===== src/rtl/calc_mem_arbiter_if.sv =====
// Bus bundle between the controller/host requesters, calc_mem_arbiter and the SRAM macro.
// slave = arbiter view, master = requester/SRAM-environment view.
interface calc_mem_arbiter_if #(
    parameter int ADDR_W        = 10,
    parameter int MEM_WORD_SIZE = 64
);
    logic                     req0_valid_i;
    logic                     req0_write_i;
    logic [ADDR_W-1:0]        req0_addr_i;
    logic [MEM_WORD_SIZE-1:0] req0_wdata_i;
    logic                     req0_ready_o;
    logic                     req1_valid_i;
    logic                     req1_write_i;
    logic [ADDR_W-1:0]        req1_addr_i;
    logic [MEM_WORD_SIZE-1:0] req1_wdata_i;
    logic                     req1_ready_o;
    logic                     host_lock_i;
    logic                     rsp0_valid_o;
    logic                     rsp1_valid_o;
    logic [MEM_WORD_SIZE-1:0] rsp_rdata_o;
    logic                     mem_read_o;
    logic                     mem_write_o;
    logic [ADDR_W-1:0]        mem_addr_o;
    logic [MEM_WORD_SIZE-1:0] mem_wdata_o;
    logic [MEM_WORD_SIZE-1:0] mem_rdata_i;

    modport slave (
        input  req0_valid_i, req0_write_i, req0_addr_i, req0_wdata_i,
        input  req1_valid_i, req1_write_i, req1_addr_i, req1_wdata_i,
        input  host_lock_i, mem_rdata_i,
        output req0_ready_o, req1_ready_o, rsp0_valid_o, rsp1_valid_o, rsp_rdata_o,
        output mem_read_o, mem_write_o, mem_addr_o, mem_wdata_o
    );

    modport master (
        output req0_valid_i, req0_write_i, req0_addr_i, req0_wdata_i,
        output req1_valid_i, req1_write_i, req1_addr_i, req1_wdata_i,
        output host_lock_i, mem_rdata_i,
        input  req0_ready_o, req1_ready_o, rsp0_valid_o, rsp1_valid_o, rsp_rdata_o,
        input  mem_read_o, mem_write_o, mem_addr_o, mem_wdata_o
    );
endinterface


===== src/rtl/calc_mem_arbiter.sv =====
// Two-requester arbiter for the calculator SRAM with host lock and a read owner-tag pipeline.
// Define CALC_ARB_ROUND_ROBIN_EN for round-robin arbitration; default build is fixed priority (ctrl wins).
module calc_mem_arbiter #(
    parameter int ADDR_W        = 10,
    parameter int MEM_WORD_SIZE = 64
) (
    input logic              clk_i,
    input logic              rst_i,
    calc_mem_arbiter_if.slave bus
);
    typedef enum logic {
        ARB_OPEN   = 1'b0,
        ARB_LOCKED = 1'b1
    } arb_state_t;

    arb_state_t               r_state;
    arb_state_t               w_state_next;
    logic [1:0]               w_valid;
    logic [1:0]               w_ready;
    logic [1:0]               w_hs;
    logic                     w_pref;
    logic                     w_sel;
    logic                     w_sel_write;
    logic [ADDR_W-1:0]        w_sel_addr;
    logic [MEM_WORD_SIZE-1:0] w_sel_wdata;
    logic                     r_mem_read;
    logic                     r_mem_write;
    logic [ADDR_W-1:0]        r_mem_addr;
    logic [MEM_WORD_SIZE-1:0] r_mem_wdata;
    logic                     r_tag_id;
    logic [1:0]               r_rsp_valid;

    assign w_valid = {bus.req1_valid_i, bus.req0_valid_i};
    assign w_hs    = w_valid & w_ready;

`ifdef CALC_ARB_ROUND_ROBIN_EN
    logic r_ptr;

    // Pointer names the requester that did not win the last handshake.
    always_ff @(posedge clk_i or posedge rst_i) begin
        if (rst_i) begin
            r_ptr <= 1'b0;
        end else if (|w_hs) begin
            r_ptr <= w_hs[0];
        end
    end
    assign w_pref = r_ptr;
`else
    assign w_pref = 1'b0;
`endif

    always_comb begin
        w_ready      = 2'b00;
        w_state_next = r_state;
        if (!rst_i) begin
            unique case (r_state)
                ARB_OPEN: begin
                    if (w_valid == 2'b11) begin
                        w_ready[w_pref] = 1'b1;
                    end else begin
                        w_ready = w_valid;
                    end
                    if (w_valid[1] && w_ready[1] && bus.host_lock_i) begin
                        w_state_next = ARB_LOCKED;
                    end
                end
                ARB_LOCKED: begin
                    w_ready[1] = w_valid[1];
                    if (w_valid[1] && !bus.host_lock_i) begin
                        w_state_next = ARB_OPEN;
                    end
                end
            endcase
        end
    end

    assign w_sel       = w_hs[1];
    assign w_sel_write = w_sel ? bus.req1_write_i : bus.req0_write_i;
    assign w_sel_addr  = w_sel ? bus.req1_addr_i  : bus.req0_addr_i;
    assign w_sel_wdata = w_sel ? bus.req1_wdata_i : bus.req0_wdata_i;

    always_ff @(posedge clk_i or posedge rst_i) begin
        if (rst_i) begin
            r_state <= ARB_OPEN;
        end else begin
            r_state <= w_state_next;
        end
    end

    // Command register; r_mem_read doubles as the first owner-tag stage valid.
    always_ff @(posedge clk_i or posedge rst_i) begin
        if (rst_i) begin
            r_mem_read  <= 1'b0;
            r_mem_write <= 1'b0;
            r_mem_addr  <= '0;
            r_mem_wdata <= '0;
            r_tag_id    <= 1'b0;
        end else begin
            r_mem_read  <= (|w_hs) && !w_sel_write;
            r_mem_write <= (|w_hs) && w_sel_write;
            if (|w_hs) begin
                r_mem_addr  <= w_sel_addr;
                r_mem_wdata <= w_sel_wdata;
                r_tag_id    <= w_sel;
            end
        end
    end

    genvar gi;
    generate
        for (gi = 0; gi < 2; gi++) begin : g_rsp
            always_ff @(posedge clk_i or posedge rst_i) begin
                if (rst_i) begin
                    r_rsp_valid[gi] <= 1'b0;
                end else begin
                    r_rsp_valid[gi] <= r_mem_read && (r_tag_id == 1'(gi));
                end
            end
        end
    endgenerate

    assign bus.req0_ready_o = w_ready[0];
    assign bus.req1_ready_o = w_ready[1];
    assign bus.mem_read_o   = r_mem_read;
    assign bus.mem_write_o  = r_mem_write;
    assign bus.mem_addr_o   = r_mem_addr;
    assign bus.mem_wdata_o  = r_mem_wdata;
    assign bus.rsp0_valid_o = r_rsp_valid[0];
    assign bus.rsp1_valid_o = r_rsp_valid[1];
    assign bus.rsp_rdata_o  = bus.mem_rdata_i;
endmodule


===== src/flat_wrapper.sv =====
// flat-port wrapper written by rule: the top's interface ports become plain ports
module calc_mem_arbiter_flat 
#(
    parameter int ADDR_W        = 10,
    parameter int MEM_WORD_SIZE = 64
)
  (clk_i, rst_i, bus_req0_valid_i, bus_req0_write_i, bus_req0_addr_i, bus_req0_wdata_i, bus_req1_valid_i, bus_req1_write_i, bus_req1_addr_i, bus_req1_wdata_i, bus_host_lock_i, bus_mem_rdata_i, bus_req0_ready_o, bus_req1_ready_o, bus_rsp0_valid_o, bus_rsp1_valid_o, bus_rsp_rdata_o, bus_mem_read_o, bus_mem_write_o, bus_mem_addr_o, bus_mem_wdata_o);
  calc_mem_arbiter_if #(.ADDR_W(ADDR_W), .MEM_WORD_SIZE(MEM_WORD_SIZE)) bus_i ();
  input logic clk_i;
  input logic rst_i;
  input wire logic [$bits(bus_i.req0_valid_i)-1:0] bus_req0_valid_i;
  input wire logic [$bits(bus_i.req0_write_i)-1:0] bus_req0_write_i;
  input wire logic [$bits(bus_i.req0_addr_i)-1:0] bus_req0_addr_i;
  input wire logic [$bits(bus_i.req0_wdata_i)-1:0] bus_req0_wdata_i;
  input wire logic [$bits(bus_i.req1_valid_i)-1:0] bus_req1_valid_i;
  input wire logic [$bits(bus_i.req1_write_i)-1:0] bus_req1_write_i;
  input wire logic [$bits(bus_i.req1_addr_i)-1:0] bus_req1_addr_i;
  input wire logic [$bits(bus_i.req1_wdata_i)-1:0] bus_req1_wdata_i;
  input wire logic [$bits(bus_i.host_lock_i)-1:0] bus_host_lock_i;
  input wire logic [$bits(bus_i.mem_rdata_i)-1:0] bus_mem_rdata_i;
  output wire logic [$bits(bus_i.req0_ready_o)-1:0] bus_req0_ready_o;
  output wire logic [$bits(bus_i.req1_ready_o)-1:0] bus_req1_ready_o;
  output wire logic [$bits(bus_i.rsp0_valid_o)-1:0] bus_rsp0_valid_o;
  output wire logic [$bits(bus_i.rsp1_valid_o)-1:0] bus_rsp1_valid_o;
  output wire logic [$bits(bus_i.rsp_rdata_o)-1:0] bus_rsp_rdata_o;
  output wire logic [$bits(bus_i.mem_read_o)-1:0] bus_mem_read_o;
  output wire logic [$bits(bus_i.mem_write_o)-1:0] bus_mem_write_o;
  output wire logic [$bits(bus_i.mem_addr_o)-1:0] bus_mem_addr_o;
  output wire logic [$bits(bus_i.mem_wdata_o)-1:0] bus_mem_wdata_o;
  assign bus_i.req0_valid_i = bus_req0_valid_i;
  assign bus_i.req0_write_i = bus_req0_write_i;
  assign bus_i.req0_addr_i = bus_req0_addr_i;
  assign bus_i.req0_wdata_i = bus_req0_wdata_i;
  assign bus_i.req1_valid_i = bus_req1_valid_i;
  assign bus_i.req1_write_i = bus_req1_write_i;
  assign bus_i.req1_addr_i = bus_req1_addr_i;
  assign bus_i.req1_wdata_i = bus_req1_wdata_i;
  assign bus_i.host_lock_i = bus_host_lock_i;
  assign bus_i.mem_rdata_i = bus_mem_rdata_i;
  assign bus_req0_ready_o = bus_i.req0_ready_o;
  assign bus_req1_ready_o = bus_i.req1_ready_o;
  assign bus_rsp0_valid_o = bus_i.rsp0_valid_o;
  assign bus_rsp1_valid_o = bus_i.rsp1_valid_o;
  assign bus_rsp_rdata_o = bus_i.rsp_rdata_o;
  assign bus_mem_read_o = bus_i.mem_read_o;
  assign bus_mem_write_o = bus_i.mem_write_o;
  assign bus_mem_addr_o = bus_i.mem_addr_o;
  assign bus_mem_wdata_o = bus_i.mem_wdata_o;
  calc_mem_arbiter #(.ADDR_W(ADDR_W), .MEM_WORD_SIZE(MEM_WORD_SIZE)) u_core (.clk_i(clk_i), .rst_i(rst_i), .bus(bus_i));
endmodule

===== config.mk =====
export PLATFORM = sky130hd
export DESIGN_NAME = calc_mem_arbiter_flat
export DESIGN_NICKNAME = d
export VERILOG_FILES = /design/src/rtl/calc_mem_arbiter_if.sv /design/src/rtl/calc_mem_arbiter.sv /design/src/flat_wrapper.sv
export SDC_FILE = /design/constraint.sdc
export NUM_CORES = 1
export LEC_CHECK = 0
export ABC_AREA = 1
export CORE_AREA = 4 4 137 139
export DETAILED_ROUTE_END_ITERATION = 6
export DIE_AREA = 0 0 141 143
export DONT_BUFFER_PORTS = 1
export GPL_TIMING_DRIVEN = 0
export SLEW_MARGIN = 20
export SYNTH_ARGS = -nofsm -noshare
export SYNTH_HDL_FRONTEND = slang
export SYNTH_SLANG_ARGS = --single-unit

===== constraint.sdc =====
create_clock -name clk_i -period 4.85 [get_ports clk_i]
set_clock_uncertainty 0.1 [all_clocks]
set_input_delay 1.2125 -clock clk_i [delete_from_list [all_inputs] [get_ports clk_i]]
set_output_delay 1.2125 -clock clk_i [all_outputs]
set_load 0.01 [all_outputs]

==> out/qor.csv <==
stage,metric,value,unit
timing,final setup fails,0,
floorplan,Cell Rows,49,
flow_run,# Max-Cap Violations,0,
placement,number of I/O port buffers,0,
route,vias,4274,
synthesis,Synthesis Warnings,0,
route,WL final,16500,um
setup_path,Worst Path Max Fanout,10,
setup_path,CP startpoint kind,input pin,
floorplan,Die Wd,141,um
clock_tree,CTS tree,done,
timing,Slew HR,57.5,%
synthesis,Top cells by area,"dfrtp_1 (41%), nand2_1 (17%), nand3_1 (11%)",
clock_tree,Clock Root Buffer,clkbuf_16,
setup_path,Critical Path AT,2.45,ns
clock_tree,post-CTS resize count,0,
synthesis,synthesized area per cell,7.10,sq um
route,# DRC,0,
status,status,completed,
grt,vias in the first global route,4085,
synthesis,Cell Type Count,16,
placement,DP Cell Count,918,
power_and_ir_drop,maximum vdd drop,0.000152,V
synthesis,yosys cell count,688,
placement,Final HPWL DP,12900,um
cells_and_area,Post-Layout Cell Count,935,
synthesis,net count after synthesis,907,
setup_path,crit path capture type,primary output,
route,DR iter-0 viols,191,
floorplan,DIE AREA,20200,sq um
timing,"Min Clock Period, post-route",3.77,ns
floorplan,chip height,143,um
power_and_ir_drop,PD cells,368,nW/um^2
timing,Hold Slack,0.356,ns
synthesis,Area leader share,41.0,%
grt,grt total ovfl,0,
flow_run,Log Warnings,26,
timing,Final Slew Violations,0,
timing,setup_tns,0,ns
synthesis,Flops after synth,80,
route,DR pass1 iterations,4,
route,via/cell ratio,4.57,
placement,Final GP Congestion,0.777,
power_and_ir_drop,P_leak,3.12,nW
-- stage by stage --
| stage | setup WS (ns) | utilization [%] |
|---|---|---|
| global route | 1.04 | 31.2 |
| global placement | -0.828 | 29.3 |
| floorplan | 0.221 | - |
| CTS | 1.08 | 31.2 |
| finish | 1.08 | 31.2 |
| detailed placement | 1.08 | 29.4 |
-- layout by cell type, fill, tap and decap left out, drive strengths merged --
| cell | instances |
|---|---|
| nand2 | 228 |
| inv | 119 |
| nand3 | 108 |
| buf | 91 |
| dfrtp | 80 |
| nand3b | 42 |
| clkbuf | 24 |
| nor2 | 5 |
| o21ai | 2 |
| bufinv | 2 |
| clkinv | 2 |
| diode | 1 |
| a21oi | 1 |
| clkinvlp | 1 |
-- cell usage after synthesis --
master	instances
inv_2	2
buf_2	19
o21ai_0	2
nand2_2	1
nand3_2	1
nand3_1	107
dfrtp_1	80
a21oi_1	1
nand2_1	227
inv_1	117
nand3b_1	42
nor2_4	1
clkbuf_1	13
buf_4	70
nor2_1	4
buf_1	1
-- kinds of logic (layout without fill, tap and decap cells) --
logic type / after synthesis / after routing / synth area share (%)
buffers and inverters: 222 / 239 / 22.9
DFF: 80 / 80 / 41.0
and+or+nand+nor: 383 / 383 / 35.8
other: 0 / 1 / 0
AOI/OAI and AO/OA: 3 / 3 / 0.307
-- flip-flops by register name (all words and copies together), names as in the netlist --
register and flops:
u_core.bus.mem_addr_o 10, u_core.bus.mem_read_o 1, u_core.bus.mem_wdata_o 64, u_core.bus.mem_write_o 1, u_core.bus.rsp0_valid_o 1, u_core.bus.rsp1_valid_o 1, u_core.r_state 1, u_core.r_tag_id 1
-- final timing paths --
check,slack [ns],start,end,depth (start not counted)
min,0.36,u_core.r_tag_id,u_core.bus.rsp0_valid_o,1
max in group asynchronous,3.36,rst_i,u_core.bus.mem_wdata_o[62],2
max,1.08,bus_req1_valid_i,bus_req1_ready_o,5
max reg2reg,2.80,u_core.r_state,u_core.bus.mem_wdata_o[12],7
min reg2reg,0.36,u_core.r_tag_id,u_core.bus.rsp0_valid_o,1
min in group asynchronous,0.67,rst_i,u_core.bus.mem_wdata_o[34],1
-- layer usage --
metal / global-route usage [%] / vias to the layer above / part of all wire, %
li1: - / 2036 / -
met1: 18.6 / 1975 / 40
met2: 26.0 / 237 / 48
met3: 4.92 / 26 / 8.4
met4: 6.17 / 0 / 2.7
met5: 0 / - / 0
-- report_power, final --
group / leakage, nW / internal (mW) / total (mW) / switching (mW)
clock: 0.150 / 0.452 / 0.736 / 0.284
sequential: 0.955 / 0.778 / 0.922 / 0.144
combinational: 2.01 / 0.140 / 0.374 / 0.234
total: 3.12 / 1.37 / 2.03 / 0.662
-- worst register-to-register path, delay by kind of cell (launching register included) --
family                 cells  cell delay (ns)
buffers and inverters      3             0.84
DFF                        1             0.37
and+or+nand+nor            4             0.63
-- cell type report --
cell class	count	area, sq um
repair buffers	1	27.5
flip-flops and latches	80	2000
fillers	1947	12100
well taps	229	287
diodes	1	2.50
clock buffers	11	233
clock inverters	5	81.3
plain buffers	103	673
multi-input cells	386	1760
inverters	119	449
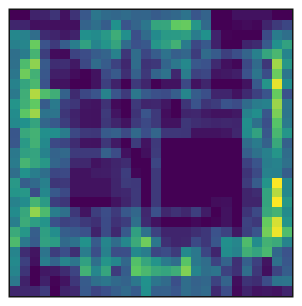
metal_density.png
Drawn at 2 px/um. 28 x 29 tiles, from dark purple (low) to yellow (high), scaled to the fullest tile. Values are wire area over tile area, all layers added.
- mean over tiles: 0.13
- emptiest ninth of the die: center
- fullest tile: 0.51

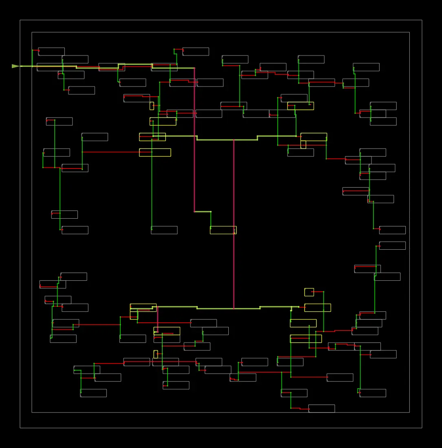
clocks.png
Clock Buffer Count: 11
Num Clock Sinks: 80
Insertion Delay late pin: 0.33 ns
Num CTS Buffers: 9
Clk. pwr: 736 uW

Power is estimated from default activity; no workload was simulated.
